## src/rtl/bnn_stream_loader.sv

```systemverilog
// Streaming feature loader for a combinational BNN classifier.
// Assembles FEAT_CNT beats into a feature vector, waits SETTLE_CYCLES for the
// classifier to settle, then registers and holds its result until consumed.
module bnn_stream_loader #(
   parameter int unsigned FEAT_CNT      = 19,
   parameter int unsigned FEAT_BITS     = 4,
   parameter int unsigned CLASS_CNT     = 3,
   parameter int unsigned SETTLE_CYCLES = 2,
   localparam int unsigned CW = (CLASS_CNT > 1) ? $clog2(CLASS_CNT) : 1,
   localparam int unsigned FW = FEAT_CNT * FEAT_BITS
) (
   input  logic                 clk,
   input  logic                 rst_n,
   input  logic                 in_valid,
   output logic                 in_ready,
   input  logic [FEAT_BITS-1:0] in_data,
   input  logic                 in_last,
   output logic [FW-1:0]        features,
   input  logic [CW-1:0]        prediction,
   output logic                 out_valid,
   input  logic                 out_ready,
   output logic [CW-1:0]        out_class,
   output logic                 frame_err,
   output logic [15:0]          sample_count
);

   localparam int unsigned BW = (FEAT_CNT > 1) ? $clog2(FEAT_CNT) : 1;
   localparam logic [BW-1:0] LastBeat = BW'(FEAT_CNT - 1);
   localparam logic [7:0]    SettleLast = 8'(SETTLE_CYCLES - 1);

   typedef enum logic [1:0] {StLoad, StSettle, StHold} state_e;

   state_e          state_q;
   logic [BW-1:0]   beat_cnt_q;
   logic [7:0]      settle_cnt_q;
   logic [FW-1:0]   features_q;
   logic            out_valid_q;
   logic [CW-1:0]   out_class_q;
   logic            frame_err_q;
   logic [15:0]     sample_count_q;

   logic            beat_acc;
   logic            is_final;
   logic            frame_bad;
   logic [FW-1:0]   features_shifted;

   // Gated by rst_n so the loader never advertises readiness while held in reset.
   assign in_ready = rst_n && (state_q == StLoad);

   // Beat acceptance and framing decode for the current beat.
   always_comb begin
      beat_acc         = in_valid && in_ready;
      is_final         = (beat_cnt_q == LastBeat);
      // Error when in_last disagrees with the beat position in either direction.
      frame_bad        = (in_last != is_final);
      features_shifted = (features_q << FEAT_BITS) | FW'(in_data);
   end

   // Control FSM with all datapath registers; outputs are registered.
   always_ff @(posedge clk) begin
      if (!rst_n) begin
         state_q        <= StLoad;
         beat_cnt_q     <= '0;
         settle_cnt_q   <= '0;
         features_q     <= '0;
         out_valid_q    <= 1'b0;
         out_class_q    <= '0;
         frame_err_q    <= 1'b0;
         sample_count_q <= '0;
      end else begin
         frame_err_q <= 1'b0;
         unique case (state_q)
            StLoad: begin
               if (beat_acc) begin
                  // Malformed beats still shift in; a full good frame overwrites them.
                  features_q <= features_shifted;
                  if (frame_bad) begin
                     frame_err_q <= 1'b1;
                     beat_cnt_q  <= '0;
                  end else if (is_final) begin
                     beat_cnt_q   <= '0;
                     settle_cnt_q <= '0;
                     state_q      <= StSettle;
                  end else begin
                     beat_cnt_q <= beat_cnt_q + 1'b1;
                  end
               end
            end
            StSettle: begin
               if (settle_cnt_q == SettleLast) begin
                  out_class_q <= prediction;
                  out_valid_q <= 1'b1;
                  state_q     <= StHold;
               end else begin
                  settle_cnt_q <= settle_cnt_q + 8'd1;
               end
            end
            StHold: begin
               if (out_ready) begin
                  out_valid_q    <= 1'b0;
                  sample_count_q <= sample_count_q + 16'd1;
                  state_q        <= StLoad;
               end
            end
            default: state_q <= StLoad;
         endcase
      end
   end

   assign features     = features_q;
   assign out_valid    = out_valid_q;
   assign out_class    = out_class_q;
   assign frame_err    = frame_err_q;
   assign sample_count = sample_count_q;

endmodule
```

## config.mk

```make
export PLATFORM = sky130hd
export DESIGN_NAME = bnn_stream_loader
export DESIGN_NICKNAME = d
export VERILOG_FILES = /design/src/rtl/bnn_stream_loader.sv
export SDC_FILE = /design/constraint.sdc
export NUM_CORES = 1
export LEC_CHECK = 0
export ABC_CLOCK_PERIOD_IN_PS = 2100
export CORE_MARGIN = 3
export CORE_UTILIZATION = 49
export DETAILED_ROUTE_END_ITERATION = 7
export PLACE_DENSITY = 0.77
export SYNTH_ARGS = -nofsm -noshare
export SYNTH_HDL_FRONTEND = slang
export SYNTH_SLANG_ARGS = --single-unit
```

## constraint.sdc

```tcl
create_clock -name clk -period 2.1 [get_ports clk]
set_input_delay 0.42 -clock clk [delete_from_list [all_inputs] [get_ports clk]]
set_output_delay 0.42 -clock clk [all_outputs]
set_load 0.01 [all_outputs]
```

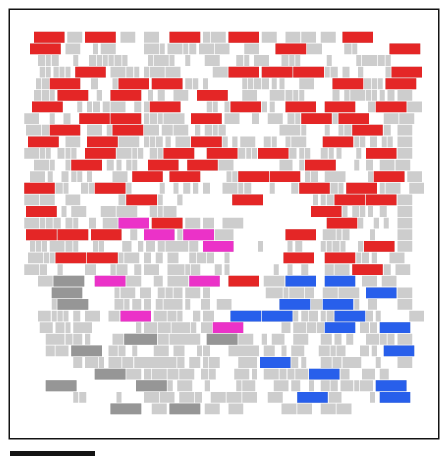
(run_1/registers.png)
Bar = 20 um.
[blue] sample_count | flops: 16 | where: lower right
[red] features | flops: 76
[magenta] settle_cnt_q | flops: 8 | where: centre

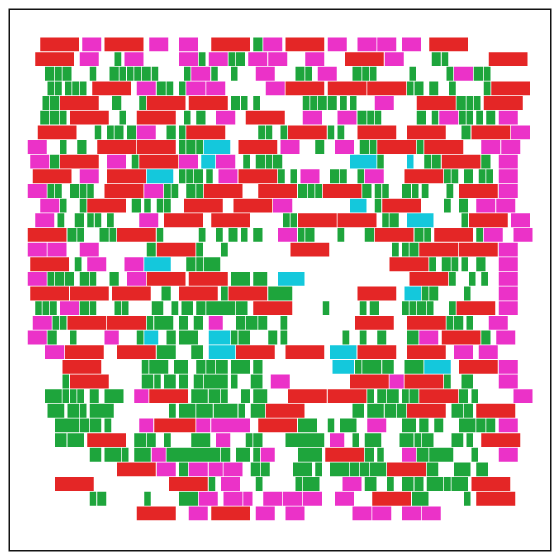
(run_1/cell_classes.png)
[magenta] other buffers and delay cells | cells: 120 | share of their area: 21%
[red] flip-flops | cells: 111 | share of their area: 40%
[green] all other logic | cells: 384 | share of their area: 36%
[cyan] clock drivers and dummy loads | cells: 16 | share of their area: 3.3%

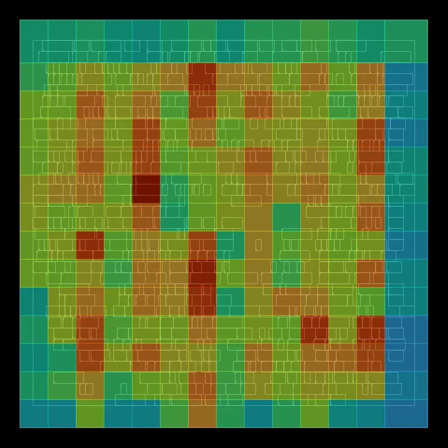
(run_1/final_congestion.png)
Total GRT Usage: 20.8%
Most Crowded Layer GR: met2
Core Util, Final: 67.5%
met3 global-route usage: 5.91%
WL/cell: 13.9 um

==> flow_summary_export.csv, run 1 <==
group,metric,value,unit
status,outcome,"completed",
final_timing,setup_slack,134,ps
clock_network,cts.root.buffer_cell,"clkbuf_8",
yosys,ys_area,0.00435,mm^2
drt,drc_errors,0,
drt,via_count,3824,
final_timing,relSlewSlack,61.5,%
global_routing,grt_pass1_wl,17200,um
drt,drt-total-wl,10200,um
yosys,yosysTopAreaCell,"dfxtp_1",
final_timing,slew_viol_final,0,
final_timing,skew,9.49,ps
final_timing,fmax,509,MHz
critical_path,endpoint_kind,"output pin",
global_routing,grt_pass1_vias,3538,
cells_and_area,fin_nets,642,
critical_path,path_cells,"nor3_1, clkdlybuf4s50_1",
yosys,area_leaders,"dfxtp_1, nand2_1, nand3_1",
critical_path,critPathMaxStageDelay,560,ps
floorplan,chip_area,0.0100,mm^2
clock_network,cts_tree,"yes",
cells_and_area,drive_above_1_share,5.71,%
critical_path,arrival,1550,ps
floorplan,die_w,100,um
critical_path,r2r_cells,6,
floorplan,fp-utilization,51.6,%
yosys,syn_avg_cell_area,8.16,um^2
power,pwr-share-seq,60.7,%
placed_design,place_hpwl,6980,um
yosys,synthesis.nets,549,
floorplan,boundaryPins,108,
final_timing,finalCriticalPeriod,1970,ps
cells_and_area,diodes,0,
critical_path,cp_max_fo,12,
placed_design,gp_congestion,0.792,
drt,drtIter0Drc,145,
final_timing,whs,458,ps
power,peakVddDrop,0.000396,V
drt,first_pass_iters,4,
clock_network,ctsResizeCount,0,
final_timing,rsz0062_at_grt,"false",
drt,ant_nets,0,
clock_network,clock_latency,360,ps
final_timing,finalClockPeriodUsage,93.6,%
hold_path,worstHoldPathType,"reg -> reg",
power,intPower,2.64,mW
hold_path,whs_path_depth,2,
power,p_comb_share,5.3,%
critical_path,slowest_stage,"clkdlybuf4s50_1",
floorplan,die_y,100,um
yosys,synth_flop_count,111,
yosys,flop_cell,"dfxtp_1",
yosys,synth_cell_types,43,
yosys,synth.top_cell.area_share,51.1,%
yosys,syn_area,0.00435,mm^2
final_timing,setup_violations,0,
clock_network,cts_made_buffers,9,
final_timing,setup_tns,0,ps
power,p_sw_share,24.7,%
critical_path,required,1680,ps
global_routing,antenna_found_initial,0,
yosys,yosys-stat-cells,533,
yosys,async_flop_share,0,%
final_timing,finalHoldViolations,0,
yosys,synthTopCellsByCount,"nand2_1, dfxtp_1, nand3_1, nor2_1, clkbuf_1",
yosys,ys_seq_share,51.1,%
yosys,most_common_cell,"nand2_1",
critical_path,r2r_slack,240,ps
power,p_sw,0.868,mW
placed_design,place_worst_setup_slack,25.3,ps
power,power_density,617,mW/mm^2
yosys,ys_warn_count,0,
run,max_cap_violations,0,
power,p_leak,2.39,nW
global_routing,grt-ovfl-total,0,
yosys,edf_count,0,
floorplan,num_rows,33,
drt,viasPerCell,5.20,
final_timing,tightest_slew,577,ps
clock_network,clock_sinks,111,
floorplan,coreArea,0.00842,mm^2
clock_network,cts_setup_buffers,0,
clock_network,clk_pin_slew_worst_paths,110,ps
critical_path,crit_type,"reg -> out",
run,warning_count,28,
yosys,netlist_instances,533,
critical_path,start_kind,"flop",
placed_design,io_buffers,107,
clock_network,cts_htree_levels,3,
clock_network,clockBufferDepth,2,
cells_and_area,synthToLayoutAreaGrowth,30.8,%
global_routing,grt_max_degree,82,
power,pwr-share-clk,34.0,%
clock_network,hold_buffers,0,
run 1: flip-flops by register name, indices dropped and copies added, names as in the netlist:
signal        cells
out_class         2
sample_count     16
beat_cnt_q        5
settle_cnt_q      8
out_valid         1
state_q           2
frame_err         1
features         76
run 1: power by group through the flow:
stage | clock network (mW) | registers (mW) | logic (mW)
final | 1.19 | 2.13 | 0.187
after global routing | 1.32 | 2.13 | 0.204
after CTS | 1.24 | 2.13 | 0.189
after detailed placement | 0 | 2.18 | 0.188
after global placement | 0 | 2.18 | 0.186
after floorplan | 0 | 2.18 | 0.0974
run 1: stage by stage:
step / area (um^2) / instances / power [mW]
after global placement: 5510 / 720 / 2.36
after CTS: 5690 / 736 / 3.56
after global routing: 5690 / 736 / 3.65
after floorplan: 4350 / 533 / 2.28
final: 5690 / 736 / 3.51
after detailed placement: 5510 / 720 / 2.37
run 1: worst paths after layout:
check,to,startpoint
worst min-delay path,features[10]$_SDFFE_PN0P_,features[6]$_SDFFE_PN0P_
worst max register to register,settle_cnt_q[1]$_SDFFE_PN0P_,beat_cnt_q[0]$_SDFFE_PN0P_
worst max-delay path,in_ready,state_q[0]$_SDFFE_PN0P_
worst min register to register,features[10]$_SDFFE_PN0P_,features[6]$_SDFFE_PN0P_
run 1: area by class of cell:
type	instances	area (um^2)
Tap cell	105	131
Sequential cell	111	2220
Fill cell	701	2730
Timing Repair Buffer	120	1180
Inverter	5	18.8
Multi-Input combinational cell	379	1960
Clock inverter	6	55.1
Clock buffer	10	128
run 1: worst max-delay path: cells and delay by family, from the launching register on:
kind | cells | cell delay [ps]
flops | 1 | 420
buf+inv | 1 | 560
simple gates | 1 | 200
run 1: kinds of logic (layout without fill, tap and decap cells):
family	after synthesis	in the layout	share of synthesized area [%]
buf+inv	43	141	4.31
compound gates	31	31	4.20
simple gates	319	319	33.8
mux	11	11	2.53
xor+xnor	13	13	2.62
fa+ha+maj	5	5	1.44
flops	111	111	51.1
run 1: per-layer routing:
metal,global-route usage [%],vias up,share of wire (%)
li1,-,1957,-
met1,27.3,1784,45
met2,34.0,78,48
met3,5.91,5,5.6
met4,4.77,0,0.61
met5,0,-,0
run 1: cells in the final DEF, fill, tap and decap left out, drive strengths merged, types with 2 or more instances in the layout:
cell type / count
nor3: 5
nand2: 170
buf: 14
ha: 5
clkbuf: 10
nand2b: 8
mux2i: 11
nor2: 19
nand4: 8
o21ai: 7
xor2: 9
and3: 6
and4: 2
clkdlybuf4s50: 106
nor4: 4
clkinvlp: 2
dfxtp: 111
xnor2: 4
o21a: 2
a21oi: 14
or3: 3
clkinv: 2
nand3: 85
inv: 7
==> run_1/wire_density.png <==
Bar = 20 um. The die is cut into 20 by 20 equal tiles; dark blue is low, red is high, scaled to the fullest tile. Values are wire area over tile area, all layers added.
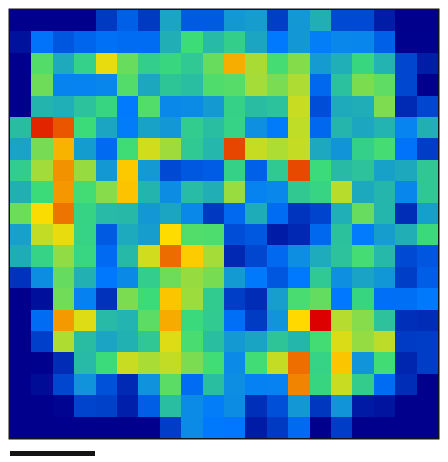

==> run 1 -> run 2 <==
--- a/config.mk
+++ b/config.mk
@@ -8,6 +8,7 @@
 export ABC_CLOCK_PERIOD_IN_PS = 2100
 export CORE_MARGIN = 3
 export CORE_UTILIZATION = 49
+export CTS_BUF_LIST = sky130_fd_sc_hd__clkbuf_16
 export DETAILED_ROUTE_END_ITERATION = 7
 export PLACE_DENSITY = 0.77
 export SYNTH_ARGS = -nofsm -noshare
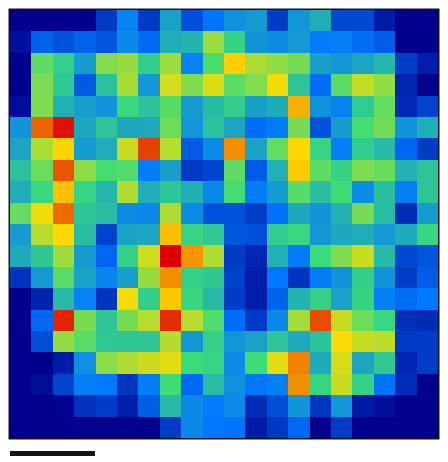
(run_2/wire_density.png)
Bar = 20 um. The die is cut into 20 by 20 equal tiles; dark blue is low, red is high, scaled to the fullest tile. Values are wire area over tile area, all layers added.
emptiest ninth of the die: lower left
fullest tile: 0.46
mean over tiles: 0.17

==> run 2 against run 1 <==
Net effect:
- critical endpoint unchanged
- cell count unchanged
- hold slack got worse by 2.6 ps
- largest cell class unchanged
- design area is 1.8% higher
- die area did not move
- worst setup slack lost 20 ps
- largest power group unchanged
==> flow_summary_export.csv, run 2 <==
group,metric,value,unit
status,outcome,"completed",
final_timing,setup_violations,0,
final_timing,whs,455,ps
drt,drc_errors,0,
yosys,fa_ha_area_share,1.44,%
clock_network,clk_pin_slew_worst_paths,70,ps
yosys,mux_area_share,2.53,%
floorplan,boundaryPins,108,
clock_network,clock_sinks,111,
yosys,synth-compound-area-share,4.20,%
yosys,flop_cell,"dfxtp_1",
yosys,yosysTopAreaCell,"dfxtp_1",
drt,ant_nets,0,
placed_design,post-place-cells,720,
yosys,synthTopCellsByCount,"nand2_1, dfxtp_1, nand3_1, nor2_1, clkbuf_1",
cells_and_area,fin_nets,642,
power,peakVddDrop,0.000377,V
yosys,ys_warn_count,0,
floorplan,chip_area,0.0100,mm^2
yosys,ys_seq_share,51.1,%
global_routing,grt_pass1_vias,3624,
final_timing,finalCriticalPeriod,1990,ps
cells_and_area,final_cell_mix,"nand2_1, dfxtp_1, clkdlybuf4s50_1, nand3_1, nor2_1",
drt,viasPerCell,5.29,
final_timing,finalHoldViolations,0,
clock_network,ctsResizeCount,0,
run,max_cap_violations,0,
placed_design,gp_congestion,0.792,
critical_path,required,1680,ps
placed_design,io_buffers,107,
global_routing,antenna_found_initial,0,
global_routing,use_met2,34.7,%
yosys,yosys.area_share.simple,33.8,%
global_routing,met1_usage,27.2,%
floorplan,die_y,100,um
yosys,ys_area,0.00435,mm^2
yosys,syn_area,0.00435,mm^2
global_routing,grt-ovfl-total,0,
critical_path,start_kind,"flop",
power,p_comb_share,4.8,%
power,power_density,679,mW/mm^2
drt,via_count,3895,
yosys,synth.top_cell.area_share,51.1,%
cells_and_area,largest_reg_flops,76,
yosys,async_flop_share,0,%
global_routing,grtUsageMet3,5.07,%
yosys,syn_avg_cell_area,8.16,um^2
clock_network,clockBufferDepth,2,
final_timing,rsz0062_at_grt,"false",
drt,drtIter0Drc,145,
clock_network,cts.root.buffer_cell,"clkbuf_16",
power,pwr-share-clk,41.0,%
floorplan,die_w,100,um
critical_path,endpoint_kind,"output pin",
power,fin_total_pwr,3.93,mW
clock_network,hold_buffers,0,
yosys,edf_count,0,
critical_path,crit_type,"reg -> out",
yosys,synth_flop_count,111,
cells_and_area,finalNonFillerCells,736,
critical_path,arrival,1570,ps
clock_network,cts_tree,"yes",
cells_and_area,drive_above_1_share,5.55,%
final_timing,skew,5.71,ps
yosys,area_leaders,"dfxtp_1, nand2_1, nand3_1",
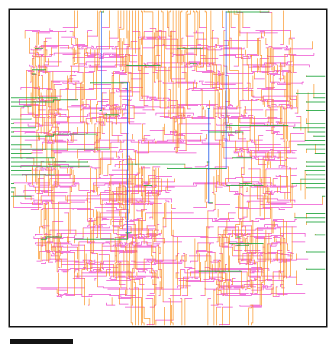
(run_2/metal_stack.png)
Bar = 20 um.
[magenta] met1 | wire length: 4,600 um
[blue] met4 | wire length: 158 um
[orange] met2 | wire length: 5,080 um
[green] met3 | wire length: 586 um
Total GRT Usage: 21.0%
WL/cell: 14.2 um
drt total wl: 10,400 um

-- run 2: per-stage QoR --
stage                     util (%)  setup slack (ps)
after floorplan                  -               412
after detailed placement      65.4              25.3
final                         68.7               114
after global placement        65.4              58.6
after CTS                     68.7              99.0
after global routing          68.7              11.7
-- run 2: critical path: stages, from the launching register on --
cell and delay (ps):
dfxtp_1 440, nor3_1 230, clkdlybuf4s50_1 560
-- run 2: logic make-up (layout without fill, tap and decap cells) --
group                    count (synthesis)  after routing
buffers and inverters                   43            141
multiplexers                            11             11
XOR/XNOR                                13             13
adder cells (fa/ha/maj)                  5              5
AND/OR/NAND/NOR                        319            319
flip-flops                             111            111
AND-OR/OR-AND                           31             31
-- run 2: cell type report --
cell class,instances,area (um^2)
fill,683,2630
sequential,111,2220
multi-input combinational,379,1960
timing repair buffer,120,1180
clock buffer,9,225
tap,105,131
clock inverter,7,58.8
inverter,5,18.8
-- run 2: power groups by stage --
stage	clock [mW]	sequential [mW]	combinational, mW
after floorplan	0	2.18	0.0974
after detailed placement	0	2.18	0.188
after CTS	1.66	2.13	0.189
after global placement	0	2.18	0.186
after global routing	1.73	2.13	0.204
final	1.61	2.13	0.189
-- run 2: worst paths after layout --
check / endpoint / slack [ps] / depth (start not counted) / startpoint
max: in_ready / 110 / 2 / state_q[1]$_SDFFE_PN0P_
min: features[47]$_SDFFE_PN0P_ / 460 / 2 / features[43]$_SDFFE_PN0P_
max reg2reg: settle_cnt_q[1]$_SDFFE_PN0P_ / 240 / 6 / beat_cnt_q[0]$_SDFFE_PN0P_
min reg2reg: features[47]$_SDFFE_PN0P_ / 460 / 2 / features[43]$_SDFFE_PN0P_
-- run 2: routing by layer --
layer / wire length [um] / up-vias
li1: - / 1959
met1: 4600 / 1826
met2: 5080 / 98
met3: 585 / 12
met4: 158 / 0
met5: 0 / -
==> run_2/cell_classes.png <==
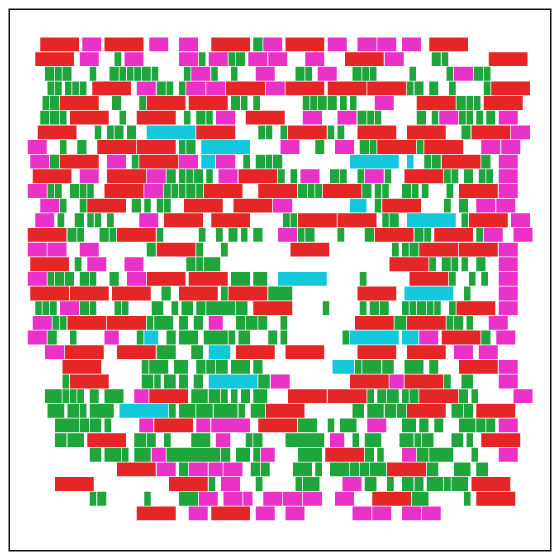

==> run 2 -> run 3 <==
==> config.mk (replaced) <==
export PLATFORM = sky130hd
export DESIGN_NAME = bnn_stream_loader
export DESIGN_NICKNAME = d
export VERILOG_FILES = /design/src/rtl/bnn_stream_loader.sv
export SDC_FILE = /design/constraint.sdc
export NUM_CORES = 1
export LEC_CHECK = 0
export ABC_CLOCK_PERIOD_IN_PS = 2490
export CORE_MARGIN = 3
export CORE_UTILIZATION = 53
export CTS_BUF_LIST = sky130_fd_sc_hd__clkbuf_16
export DETAILED_ROUTE_END_ITERATION = 7
export PLACE_DENSITY = 0.82
export SYNTH_ARGS = -nofsm -noshare
export SYNTH_HDL_FRONTEND = slang
export SYNTH_SLANG_ARGS = --single-unit
==> constraint.sdc (replaced) <==
create_clock -name clk -period 2.49 [get_ports clk]
set_input_delay 0.498 -clock clk [delete_from_list [all_inputs] [get_ports clk]]
set_output_delay 0.498 -clock clk [all_outputs]
set_load 0.01 [all_outputs]
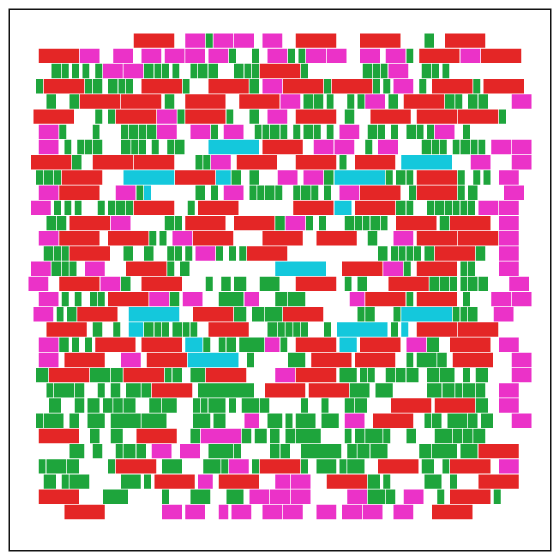
(run_3/cell_classes.png)
[cyan] clock drivers and dummy loads | cells: 16 | share of their area: 4.9%
[magenta] other buffers and delay cells | cells: 114 | share of their area: 20%
[red] flip-flops | cells: 111 | share of their area: 40%
[green] all other logic | cells: 384 | share of their area: 35%
core area: 0.00785 mm^2
placement row count: 32
fin area: 0.00573 mm^2

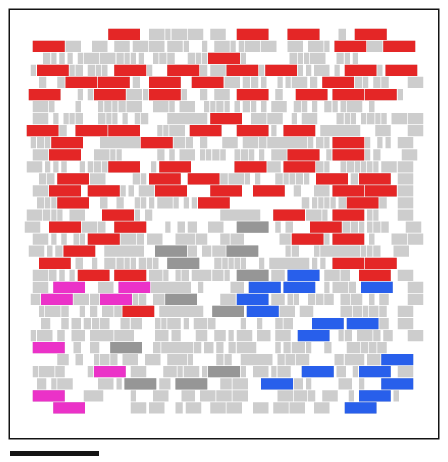
(run_3/registers.png)
Bar = 20 um.
[magenta] settle_cnt_q | flops: 8 | where: lower left
[red] features | flops: 76
[blue] sample_count | flops: 16

==> run 3 against run 2 <==
Net effect:
- synthesized cell count is the same
- largest cell class unchanged
- critical endpoint unchanged
- utilization grew 4.3 points
- hold slack lost 0.66 ps
==> flow_summary_export.csv, run 3 <==
group,metric,value,unit
final_timing,skew,5.74,ps
critical_path,endpoint_kind,"output pin",
drt,drt-total-wl,9980,um
cells_and_area,finalNonFillerCells,727,
cells_and_area,final_cell_mix,"nand2_1, dfxtp_1, clkdlybuf4s50_1, nand3_1, nor2_1",
yosys,synth.top_cell.area_share,51.1,%
global_routing,grt_use_total,21.4,%
cells_and_area,diodes,0,
power,p_comb_share,4.7,%
clock_network,ctsResizeCount,0,
placed_design,gp_congestion,0.797,
drt,via_count,3792,
placed_design,io_buffers,107,
drt,drc_errors,0,
power,p_sw_share,22.9,%
final_timing,finalClockPeriodUsage,83.4,%
yosys,ys_seq_share,51.1,%
cells_and_area,drive_above_1_share,4.48,%
yosys,synthesis.nets,549,
yosys,syn_avg_cell_area,8.16,um^2
placed_design,post-place-cells,711,
cells_and_area,fin_nets,636,
clock_network,cts_htree_levels,3,
power,pwr-share-seq,54.9,%
final_timing,fmax,482,MHz
critical_path,critPathMaxStageDelay,570,ps
clock_network,cts_made_buffers,9,
drt,ant_nets,0,
global_routing,grt_pass1_wl,16900,um
critical_path,path_cells,"nor3_1, clkdlybuf4s50_1",
yosys,async_flop_share,0,%
global_routing,grt_max_degree,83,
run,warning_count,28,
cells_and_area,lay_top_count,"nand2_1",
final_timing,finalCriticalPeriod,2080,ps
yosys,syn_area,0.00435,mm^2
final_timing,setup_tns,0,ps
power,pwr-share-clk,40.4,%
floorplan,fp-utilization,55.4,%
drt,avgRoutedWirePerCell,13.7,um
drt,drtIter0Drc,172,
clock_network,cts_setup_buffers,0,
drt,first_pass_iters,4,
final_timing,relSlewSlack,45.8,%
yosys,synth_cell_types,43,
yosys,netlist_instances,533,
floorplan,die_w,96.6,um
yosys,yosys-stat-cells,533,
yosys,most_common_cell,"nand2_1",
yosys,flop_cell,"dfxtp_1",
global_routing,antenna_found_initial,0,
clock_network,clock_sinks,111,
yosys,ys_warn_count,0,
final_timing,setup_violations,0,
floorplan,die_y,96.6,um
cells_and_area,largest_reg_flops,76,
cells_and_area,nFillCells,646,
yosys,yosysTopAreaCell,"dfxtp_1",
cells_and_area,synthToLayoutAreaGrowth,31.7,%
clock_network,clk_pin_slew_worst_paths,70,ps
placed_design,place_hpwl,6800,um
final_timing,slew_viol_final,0,
floorplan,chip_area,0.00933,mm^2
final_timing,tightest_slew,813,ps
run,max_cap_violations,0,
power,p_leak,2.41,nW
clock_network,cts_tree,"yes",
clock_network,clockBufferDepth,2,
critical_path,slowest_stage,"clkdlybuf4s50_1",
drt,viasPerCell,5.22,
global_routing,grt-ovfl-total,0,
clock_network,clock_latency,340,ps
global_routing,grt_pass1_vias,3491,
critical_path,required,1990,ps
status,outcome,"completed",
power,p_sw,0.748,mW
critical_path,cp_max_fo,12,
clock_network,cts.root.buffer_cell,"clkbuf_16",
yosys,synthTopCellsByCount,"nand2_1, dfxtp_1, nand3_1, nor2_1, clkbuf_1",
yosys,edf_count,0,
power,intPower,2.52,mW
power,peakVddDrop,0.000511,V
yosys,area_leaders,"dfxtp_1, nand2_1, nand3_1",
yosys,synth_flop_count,111,
hold_path,worstHoldPathType,"reg -> reg",
critical_path,arrival,1580,ps
yosys,ys_area,0.00435,mm^2
critical_path,crit_type,"reg -> out",
final_timing,finalHoldViolations,0,
power,power_density,571,mW/mm^2
floorplan,boundaryPins,108,
final_timing,rsz0062_at_grt,"false",
critical_path,start_kind,"flop",
clock_network,hold_buffers,0,
-- run 3: cell families (layout without fill, tap and decap cells) --
group	after synthesis	after routing	share of synthesized area, %
adder cells (fa/ha/maj)	5	5	1.44
flip-flops	111	111	51.1
buffers and inverters	43	135	4.31
AND/OR/NAND/NOR	319	319	33.8
XOR/XNOR	13	13	2.62
multiplexers	11	11	2.53
AND-OR/OR-AND	31	31	4.20
-- run 3: path summary, 6_finish.rpt --
| check | start | end | slack (ps) | cells past startpoint |
|---|---|---|---|---|
| setup / recovery | state_q[1]$_SDFFE_PN0P_ | in_ready | 410 | 2 |
| hold / removal | features[38]$_SDFFE_PN0P_ | features[42]$_SDFFE_PN0P_ | 450 | 2 |
| setup reg to reg | beat_cnt_q[0]$_SDFFE_PN0P_ | settle_cnt_q[1]$_SDFFE_PN0P_ | 530 | 7 |
| hold reg to reg | features[38]$_SDFFE_PN0P_ | features[42]$_SDFFE_PN0P_ | 450 | 2 |
-- run 3: through the flow --
| step | setup slack (ps) | power, mW | hold slack [ps] | area [um^2] | utilization [%] |
|---|---|---|---|---|---|
| after global routing | 338 | 3.39 | 478 | 5730 | 73.0 |
| after floorplan | 802 | 1.92 | 443 | 4350 | - |
| after CTS | 403 | 3.29 | 457 | 5730 | 73.0 |
| after global placement | 287 | 1.99 | 440 | 5460 | 69.5 |
| after detailed placement | 247 | 1.99 | 446 | 5460 | 69.5 |
| final | 414 | 3.27 | 454 | 5730 | 73.0 |
-- run 3: worst max-delay path, delay by kind of cell, from the launching register on --
family / cells / cell delay, ps
buffers and inverters: 1 / 570
DFF: 1 / 440
and+or+nand+nor: 1 / 240
-- run 3: power by group through the flow --
stage	logic [mW]	clock network, mW	registers (mW)
4_1_cts	0.153	1.34	1.80
2_1_floorplan	0.0821	0	1.84
5_1_grt	0.168	1.42	1.80
3_3_place_gp	0.150	0	1.84
3_5_place_dp	0.153	0	1.84
6_report	0.152	1.32	1.80
-- run 3: layout make-up --
| type | instances | area (um^2) | area share (%) |
|---|---|---|---|
| Multi-Input combinational cell | 379 | 1960 | 34.1 |
| Tap cell | 102 | 128 | 2.23 |
| Timing Repair Buffer | 114 | 1130 | 19.7 |
| Inverter | 5 | 18.8 | 0.328 |
| Sequential cell | 111 | 2220 | 38.8 |
| Clock inverter | 7 | 48.8 | 0.852 |
| Clock buffer | 9 | 225 | 3.93 |
-- run 3: metal layers --
layer  part of all wire, %  vias up  GRT usage [%]
met3                   5.6        8           6.56
li1                      -     1946              -
met1                    44     1739           27.5
met5                     0        -              0
met4                   1.1        0           6.26
met2                    49       99           34.7
Power figures rest on the tool's default switching activity, not on a simulated workload.
